**src/rtl/mem_arbiter_pkg.sv**
```systemverilog
// Shared definitions for the memory arbiter slice: default memory map
// and the arbiter FSM / address-region encodings.
package mem_arbiter_pkg;

  // Default memory map (byte addresses).
  localparam int unsigned MAP_INSTR_SIZE   = 512;    // instruction RAM [0, 512)
  localparam int unsigned MAP_DATA_SIZE    = 256;    // data RAM [512, 768)
  localparam int unsigned MAP_PERIPH_START = 'h800;  // peripherals [0x800, top)

  typedef enum logic {
    IDLE   = 1'b0,
    ACCESS = 1'b1
  } arb_state_t;

  typedef enum logic [1:0] {
    REGION_INSTR  = 2'd0,
    REGION_DATA   = 2'd1,
    REGION_PERIPH = 2'd2,
    REGION_HOLE   = 2'd3
  } region_t;

endpackage

```
**src/rtl/mem_arbiter_if.sv**
```systemverilog
// Requester-side bus of the memory arbiter.
//   m0_* : core (requester 0), m1_* : loader/debug port (requester 1)
//   req/we/addr/wdata : request fields, held stable until gnt is seen
//   gnt               : high during the memory access cycle
//   rvalid/err        : one-cycle response pulse, err marks a rejected access
//   m_rdata           : read data shared by both requesters, valid with rvalid
// modport master = requester side, modport slave = arbiter side.
interface mem_arbiter_if #(
  parameter int unsigned ADDR_W = 12,
  parameter int unsigned DATA_W = 32
);
  logic              m0_req;
  logic              m0_we;
  logic [ADDR_W-1:0] m0_addr;
  logic [DATA_W-1:0] m0_wdata;
  logic              m0_gnt;
  logic              m0_rvalid;
  logic              m0_err;

  logic              m1_req;
  logic              m1_we;
  logic [ADDR_W-1:0] m1_addr;
  logic [DATA_W-1:0] m1_wdata;
  logic              m1_gnt;
  logic              m1_rvalid;
  logic              m1_err;

  logic [DATA_W-1:0] m_rdata;

  modport master (
    output m0_req, m0_we, m0_addr, m0_wdata,
    output m1_req, m1_we, m1_addr, m1_wdata,
    input  m0_gnt, m0_rvalid, m0_err,
    input  m1_gnt, m1_rvalid, m1_err,
    input  m_rdata
  );

  modport slave (
    input  m0_req, m0_we, m0_addr, m0_wdata,
    input  m1_req, m1_we, m1_addr, m1_wdata,
    output m0_gnt, m0_rvalid, m0_err,
    output m1_gnt, m1_rvalid, m1_err,
    output m_rdata
  );
endinterface

```
**src/rtl/mem_access_check.sv**
```systemverilog
// Combinational address/permission decoder for one access.
//   addr   : byte address
//   we     : 1 = write
//   id     : requester (0 = core, 1 = loader/debug)
//   reject : misaligned, map hole, or core write into instruction RAM
//   region : decoded memory region
module mem_access_check
  import mem_arbiter_pkg::*;
#(
  parameter int unsigned ADDR_W            = 12,
  parameter int unsigned INSTR_MEM_SIZE    = MAP_INSTR_SIZE,
  parameter int unsigned DATA_MEM_SIZE     = MAP_DATA_SIZE,
  parameter int unsigned PERIPH_ADDR_START = MAP_PERIPH_START
) (
  input  logic [ADDR_W-1:0] addr,
  input  logic              we,
  input  logic              id,
  output logic              reject,
  output region_t           region
);

  logic [31:0] addr_u;
  logic        misaligned;
  logic        write_prot;

  always_comb begin
    addr_u = 32'(addr);
    if (addr_u < INSTR_MEM_SIZE) begin
      region = REGION_INSTR;
    end else if (addr_u < INSTR_MEM_SIZE + DATA_MEM_SIZE) begin
      region = REGION_DATA;
    end else if (addr_u >= PERIPH_ADDR_START) begin
      region = REGION_PERIPH;
    end else begin
      region = REGION_HOLE;
    end

    misaligned = (addr[1:0] != 2'b00);
    // Only the core is barred from instruction RAM; the loader must fill it.
    write_prot = !id && we && (region == REGION_INSTR);
    reject     = misaligned || (region == REGION_HOLE) || write_prot;
  end

endmodule

```
**src/rtl/mem_arbiter.sv**
```systemverilog
// Two-requester round-robin arbiter and sequencer for the unified memory.
//   clk, reset : clock, synchronous active-high reset
//   bus        : requester bus (slave side), see mem_arbiter_if
//   mem_A/WD/WE: registered address / write data, qualified write enable
//   mem_RD     : combinational read data from memory
// A request sampled at edge E is granted during cycle E+1 (memory driven
// from the access registers) and answered with rvalid/rdata in cycle E+2.
module mem_arbiter
  import mem_arbiter_pkg::*;
#(
  parameter int unsigned ADDR_W            = 12,
  parameter int unsigned DATA_W            = 32,
  parameter int unsigned INSTR_MEM_SIZE    = MAP_INSTR_SIZE,
  parameter int unsigned DATA_MEM_SIZE     = MAP_DATA_SIZE,
  parameter int unsigned PERIPH_ADDR_START = MAP_PERIPH_START
) (
  input  logic              clk,
  input  logic              reset,
  mem_arbiter_if.slave      bus,
  output logic [ADDR_W-1:0] mem_A,
  output logic [DATA_W-1:0] mem_WD,
  output logic              mem_WE,
  input  logic [DATA_W-1:0] mem_RD
);

  arb_state_t        state, state_nxt;
  logic              rr;

  logic [ADDR_W-1:0] acc_addr;
  logic              acc_we;
  logic [DATA_W-1:0] acc_wdata;
  logic              acc_id;
  logic              acc_reject;
  region_t           acc_region;

  logic              gnt0, gnt1;
  logic              elig0, elig1, any_elig, win_id;
  logic              rd_ok;

  logic              rvalid0, rvalid1, err0, err1;
  logic [DATA_W-1:0] rdata_q;

  mem_access_check #(
    .ADDR_W            (ADDR_W),
    .INSTR_MEM_SIZE    (INSTR_MEM_SIZE),
    .DATA_MEM_SIZE     (DATA_MEM_SIZE),
    .PERIPH_ADDR_START (PERIPH_ADDR_START)
  ) u_check (
    .addr   (acc_addr),
    .we     (acc_we),
    .id     (acc_id),
    .reject (acc_reject),
    .region (acc_region)
  );

  // A requester being granted this cycle is masked so its not-yet-dropped
  // req is not taken as a new request.
  always_comb begin
    elig0    = bus.m0_req && !gnt0;
    elig1    = bus.m1_req && !gnt1;
    any_elig = elig0 || elig1;
    if (elig0 && elig1) begin
      win_id = rr;
    end else begin
      win_id = elig1;
    end
  end

  // FSM: state register
  always_ff @(posedge clk) begin
    if (reset) begin
      state <= IDLE;
    end else begin
      state <= state_nxt;
    end
  end

  // FSM: next state
  always_comb begin
    state_nxt = state;
    case (state)
      IDLE:    if (any_elig) state_nxt = ACCESS;
      ACCESS:  state_nxt = any_elig ? ACCESS : IDLE;
      default: state_nxt = IDLE;
    endcase
  end

  // FSM: outputs
  // mem_WE is also gated by reset so a write whose closing edge sees reset
  // never lands in memory.
  always_comb begin
    gnt0   = 1'b0;
    gnt1   = 1'b0;
    mem_WE = 1'b0;
    if (state == ACCESS) begin
      gnt0   = !acc_id;
      gnt1   = acc_id;
      mem_WE = acc_we && !acc_reject && !reset;
    end
  end

  assign rd_ok = !acc_we && !acc_reject && (acc_region != REGION_HOLE);

  // Access registers, round-robin pointer and registered response.
  always_ff @(posedge clk) begin
    if (reset) begin
      rr        <= 1'b0;
      acc_addr  <= '0;
      acc_we    <= 1'b0;
      acc_wdata <= '0;
      acc_id    <= 1'b0;
      rvalid0   <= 1'b0;
      rvalid1   <= 1'b0;
      err0      <= 1'b0;
      err1      <= 1'b0;
      rdata_q   <= '0;
    end else begin
      if (any_elig) begin
        acc_addr  <= win_id ? bus.m1_addr  : bus.m0_addr;
        acc_we    <= win_id ? bus.m1_we    : bus.m0_we;
        acc_wdata <= win_id ? bus.m1_wdata : bus.m0_wdata;
        acc_id    <= win_id;
        rr        <= !win_id;
      end
      rvalid0 <= (state == ACCESS) && !acc_id;
      rvalid1 <= (state == ACCESS) &&  acc_id;
      err0    <= (state == ACCESS) && !acc_id && acc_reject;
      err1    <= (state == ACCESS) &&  acc_id && acc_reject;
      if (state == ACCESS) begin
        rdata_q <= rd_ok ? mem_RD : '0;
      end
    end
  end

  assign mem_A         = acc_addr;
  assign mem_WD        = acc_wdata;
  assign bus.m0_gnt    = gnt0;
  assign bus.m1_gnt    = gnt1;
  assign bus.m0_rvalid = rvalid0;
  assign bus.m1_rvalid = rvalid1;
  assign bus.m0_err    = err0;
  assign bus.m1_err    = err1;
  assign bus.m_rdata   = rdata_q;

endmodule

```
**src/flat_wrapper.sv**
```systemverilog
// flat-port wrapper written by rule: the top's interface ports become plain ports
module mem_arbiter_flat import mem_arbiter_pkg::*;
#(
  parameter int unsigned ADDR_W            = 12,
  parameter int unsigned DATA_W            = 32,
  parameter int unsigned INSTR_MEM_SIZE    = MAP_INSTR_SIZE,
  parameter int unsigned DATA_MEM_SIZE     = MAP_DATA_SIZE,
  parameter int unsigned PERIPH_ADDR_START = MAP_PERIPH_START
)
  (clk, reset, mem_A, mem_WD, mem_WE, mem_RD, bus_m0_req, bus_m0_we, bus_m0_addr, bus_m0_wdata, bus_m1_req, bus_m1_we, bus_m1_addr, bus_m1_wdata, bus_m0_gnt, bus_m0_rvalid, bus_m0_err, bus_m1_gnt, bus_m1_rvalid, bus_m1_err, bus_m_rdata);
  mem_arbiter_if #(.ADDR_W(ADDR_W), .DATA_W(DATA_W)) bus_i ();
  input  logic clk;
  input  logic reset;
  output logic [ADDR_W-1:0] mem_A;
  output logic [DATA_W-1:0] mem_WD;
  output logic mem_WE;
  input  logic [DATA_W-1:0] mem_RD;
  input wire logic [$bits(bus_i.m0_req)-1:0] bus_m0_req;
  input wire logic [$bits(bus_i.m0_we)-1:0] bus_m0_we;
  input wire logic [$bits(bus_i.m0_addr)-1:0] bus_m0_addr;
  input wire logic [$bits(bus_i.m0_wdata)-1:0] bus_m0_wdata;
  input wire logic [$bits(bus_i.m1_req)-1:0] bus_m1_req;
  input wire logic [$bits(bus_i.m1_we)-1:0] bus_m1_we;
  input wire logic [$bits(bus_i.m1_addr)-1:0] bus_m1_addr;
  input wire logic [$bits(bus_i.m1_wdata)-1:0] bus_m1_wdata;
  output wire logic [$bits(bus_i.m0_gnt)-1:0] bus_m0_gnt;
  output wire logic [$bits(bus_i.m0_rvalid)-1:0] bus_m0_rvalid;
  output wire logic [$bits(bus_i.m0_err)-1:0] bus_m0_err;
  output wire logic [$bits(bus_i.m1_gnt)-1:0] bus_m1_gnt;
  output wire logic [$bits(bus_i.m1_rvalid)-1:0] bus_m1_rvalid;
  output wire logic [$bits(bus_i.m1_err)-1:0] bus_m1_err;
  output wire logic [$bits(bus_i.m_rdata)-1:0] bus_m_rdata;
  assign bus_i.m0_req = bus_m0_req;
  assign bus_i.m0_we = bus_m0_we;
  assign bus_i.m0_addr = bus_m0_addr;
  assign bus_i.m0_wdata = bus_m0_wdata;
  assign bus_i.m1_req = bus_m1_req;
  assign bus_i.m1_we = bus_m1_we;
  assign bus_i.m1_addr = bus_m1_addr;
  assign bus_i.m1_wdata = bus_m1_wdata;
  assign bus_m0_gnt = bus_i.m0_gnt;
  assign bus_m0_rvalid = bus_i.m0_rvalid;
  assign bus_m0_err = bus_i.m0_err;
  assign bus_m1_gnt = bus_i.m1_gnt;
  assign bus_m1_rvalid = bus_i.m1_rvalid;
  assign bus_m1_err = bus_i.m1_err;
  assign bus_m_rdata = bus_i.m_rdata;
  mem_arbiter #(.ADDR_W(ADDR_W), .DATA_W(DATA_W), .INSTR_MEM_SIZE(INSTR_MEM_SIZE), .DATA_MEM_SIZE(DATA_MEM_SIZE), .PERIPH_ADDR_START(PERIPH_ADDR_START)) u_core (.clk(clk), .reset(reset), .bus(bus_i), .mem_A(mem_A), .mem_WD(mem_WD), .mem_WE(mem_WE), .mem_RD(mem_RD));
endmodule
```
**config.mk**
```make
export PLATFORM = sky130hd
export DESIGN_NAME = mem_arbiter_flat
export DESIGN_NICKNAME = d
export VERILOG_FILES = /design/src/rtl/mem_arbiter_pkg.sv /design/src/rtl/mem_arbiter_if.sv /design/src/rtl/mem_access_check.sv /design/src/rtl/mem_arbiter.sv /design/src/flat_wrapper.sv
export SDC_FILE = /design/constraint.sdc
export NUM_CORES = 1
export LEC_CHECK = 0
export ABC_AREA = 1
export CAP_MARGIN = 20
export CORE_MARGIN = 5
export CORE_UTILIZATION = 35
export DETAILED_ROUTE_END_ITERATION = 10
export PLACE_DENSITY = 0.85
export SYNTH_ARGS = -nofsm -noshare
export SYNTH_HDL_FRONTEND = slang
export SYNTH_HIERARCHICAL = 1
export SYNTH_SLANG_ARGS = --single-unit
```
**constraint.sdc**
```tcl
create_clock -name clk -period 1.3 [get_ports clk]
set_input_delay 0.325 -clock clk [delete_from_list [all_inputs] [get_ports clk]]
set_output_delay 0.325 -clock clk [all_outputs]
set_load 0.1 [all_outputs]
```
placement_by_type.png
Drawn at 3 px/µm.
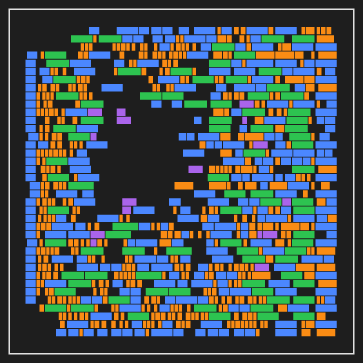
[orange] combinational and other logic | cells: 454 | share of their area: 30%
[purple] clock drivers and dummy loads | cells: 16 | share of their area: 2.3%
[blue] remaining buffers and delay cells | cells: 252 | share of their area: 45%
[green] sequential cells | cells: 84 | share of their area: 23%

placement.png
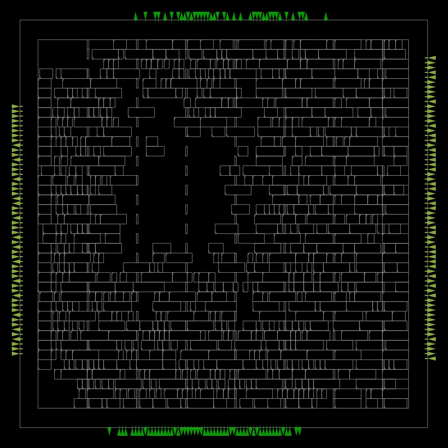
fin util: 72.7%
n_taps: 140
Seq area share: 22.3%
# rows: 38

layer_met1.png
Drawn at 4 px/µm. Supply wires on this layer in gray. Cells faint in the background.
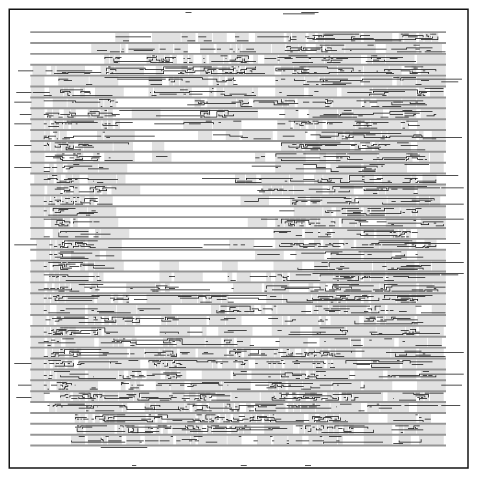
nets with wire on the layer: 816
share of all routed wire: 36%
final wirelength: 14900 µm
via count: 4449

io_fan.png
Drawn at 2 px/µm.
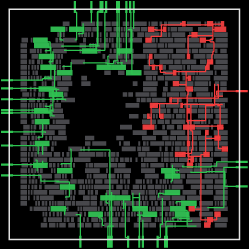
[red] reset | bits: 1 | direction: input | end cells: 41 | buffers: 5 | wire: 508 µm
[green] mem_WD | bits: 32 | direction: output | end cells: 32 | buffers: 32 | wire: 1110 µm
number of port buffers: 208
Top-Level Pins: 209

cell_density.png
Drawn at 3 px/µm. The die is cut into 11 by 11 equal tiles; dark blue is low, red is high, 0 to 100% covered.
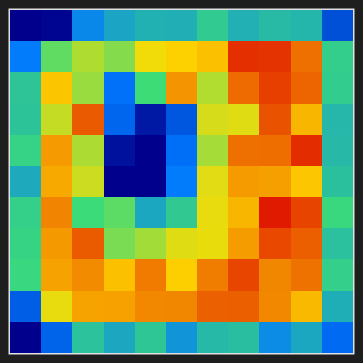
fullest tile: 97%
nearly empty tiles: 5.0%
densest ninth of the die: middle right
mean over tiles: 58%
tiles over 75% full: 39%

-- cells by family (layout without fill, tap and decap cells) --
kind of cell,after synthesis,after routing
AND-OR/OR-AND,35,35
flip-flops,84,84
buffers and inverters,137,369
AND/OR/NAND/NOR,318,318
-- synth_stat cells (3+ instances only) --
cell,n,area (µm²)
buf_1,6,22.5
nand2_2,6,37.5
clkbuf_1,11,41.3
nor2_1,6,22.5
inv_1,99,372
nand3_1,125,626
nand2_1,175,657
a21oi_1,34,170
buf_2,14,70.1
buf_4,4,30.0
nor3_1,3,15.0
dfxtp_1,84,1680
-- worst max-delay path, stage by stage, from the launching register on --
cell and delay (ps):
dfxtp_4 360, nor2_4 120, nand2_2 60, nand2_2 80, nand3_4 70, inv_2 70, nand2_2 70, nor3_4 160
buf_12 200
==> flow_summary.toml <==
# generated from flow reports
[die]
chipHeight_um = 114
die_x_um = 114
core_area_um2 = 10700
die-area_um2 = 13100

[logic_synthesis]
ys_cells = 574
ys_sh_aoi_pct = 4.89
logic_family = "simple AND/OR/NAND/NOR gates"
ys_seq_share_pct = 44.1
synth_flop_count = 84
synthCells = 574
mux_share_pct = 0
synth-xor-area-share_pct = 0
syn_area_per_cell_um2 = 6.64
synth-warning-count = 6
edf_count = 0
ys_async_sr_fraction_pct = 0
synth.distinct_cells = 19
syn-cell-area_um2 = 3810
flop_cell = "dfxtp_1"
yosys_area_um2 = 3810
syn_nets = 700

[pwr]
powerDensity_nw_per_um2 = 1130
pg_clk_w = 0.00171
p_seq_share_pct = 34.2
p_comb_share_pct = 46.3
powerComb_w = 0.00408
internal-power_w = 0.00517
switching_power_w = 0.00363
top_power_group = "combinational logic"

[cts]
clk_path_buf_depth = 2
cts_hold_buffers = 0
cts_setup_buffers = 4
cts_made_buffers = 9
cts.repair.resized = 25
cts_tree = "built"
cts.sinks = 84
clk_latency_ps = 360
clock-root-buffer = "clkbuf_8"

[finish]
diodes = 0
sh_comb_area_pct = 24.2
clock_buffers = 9
inv_count = 101
seqCellArea_um2 = 1740
comb_area_um2 = 1890
stdcell_area_um2 = 7810
largest_cell_class = "buffers"
lay_top_count = "nand2_1"
fill_cells = 729
seq_cells = 84
lay_top_cells = "173 x nand2_1, 125 x clkdlybuf4s50_1, 107 x nand3_1"

[sta]
drv_slew = 0
finalCritPeriodShare_pct = 144
tns_ps = -21090
setup_violations = 86
worst_slack_ps = -569
final_hold_viol_count = 0
rsz0062_at_grt = "yes"
worst_slew_pin_slew_ps = 446
relSlewSlack_pct = 70.3

[critical_path]
cp-end-kind = "output pin"
worstPathRequired_ps = 980
critical_path_class = "flop to output pin"
path_max_fanout = 3
reg2reg_depth = 13
timing.critical_path.to = "mem_WE"
rrSetupSlack_ps = -440
reg2reg_to = "u_core/bus.m_rdata[18]"
r2r_start = "u_core/mem_A[10]"

[run_status]
status = "finished with violations"
violations = "setup timing"

[global_routing]
grt_use_total_pct = 21.3
gr-usage-met3_pct = 6.87
use_met1_pct = 23.4
busiest_layer = "met2"
antenna_found_initial = 0

[drt]
wl_per_cell_um = 15.7
met1_length_um = 5310
drt.antenna.violating_nets = 0
drtIter0Drc = 206
dr_wl_met2_um = 7820
routed-wl-met3_um = 1310

[placement]
placed_cell_area_um2 = 7170
dp_cells = 922
place.detailed.hpwl_um = 10400

[min_path]
hold_path.class = "flop to flop"
min-delay-start = "u_core/mem_WD[15]"

[run]
warnings = 29
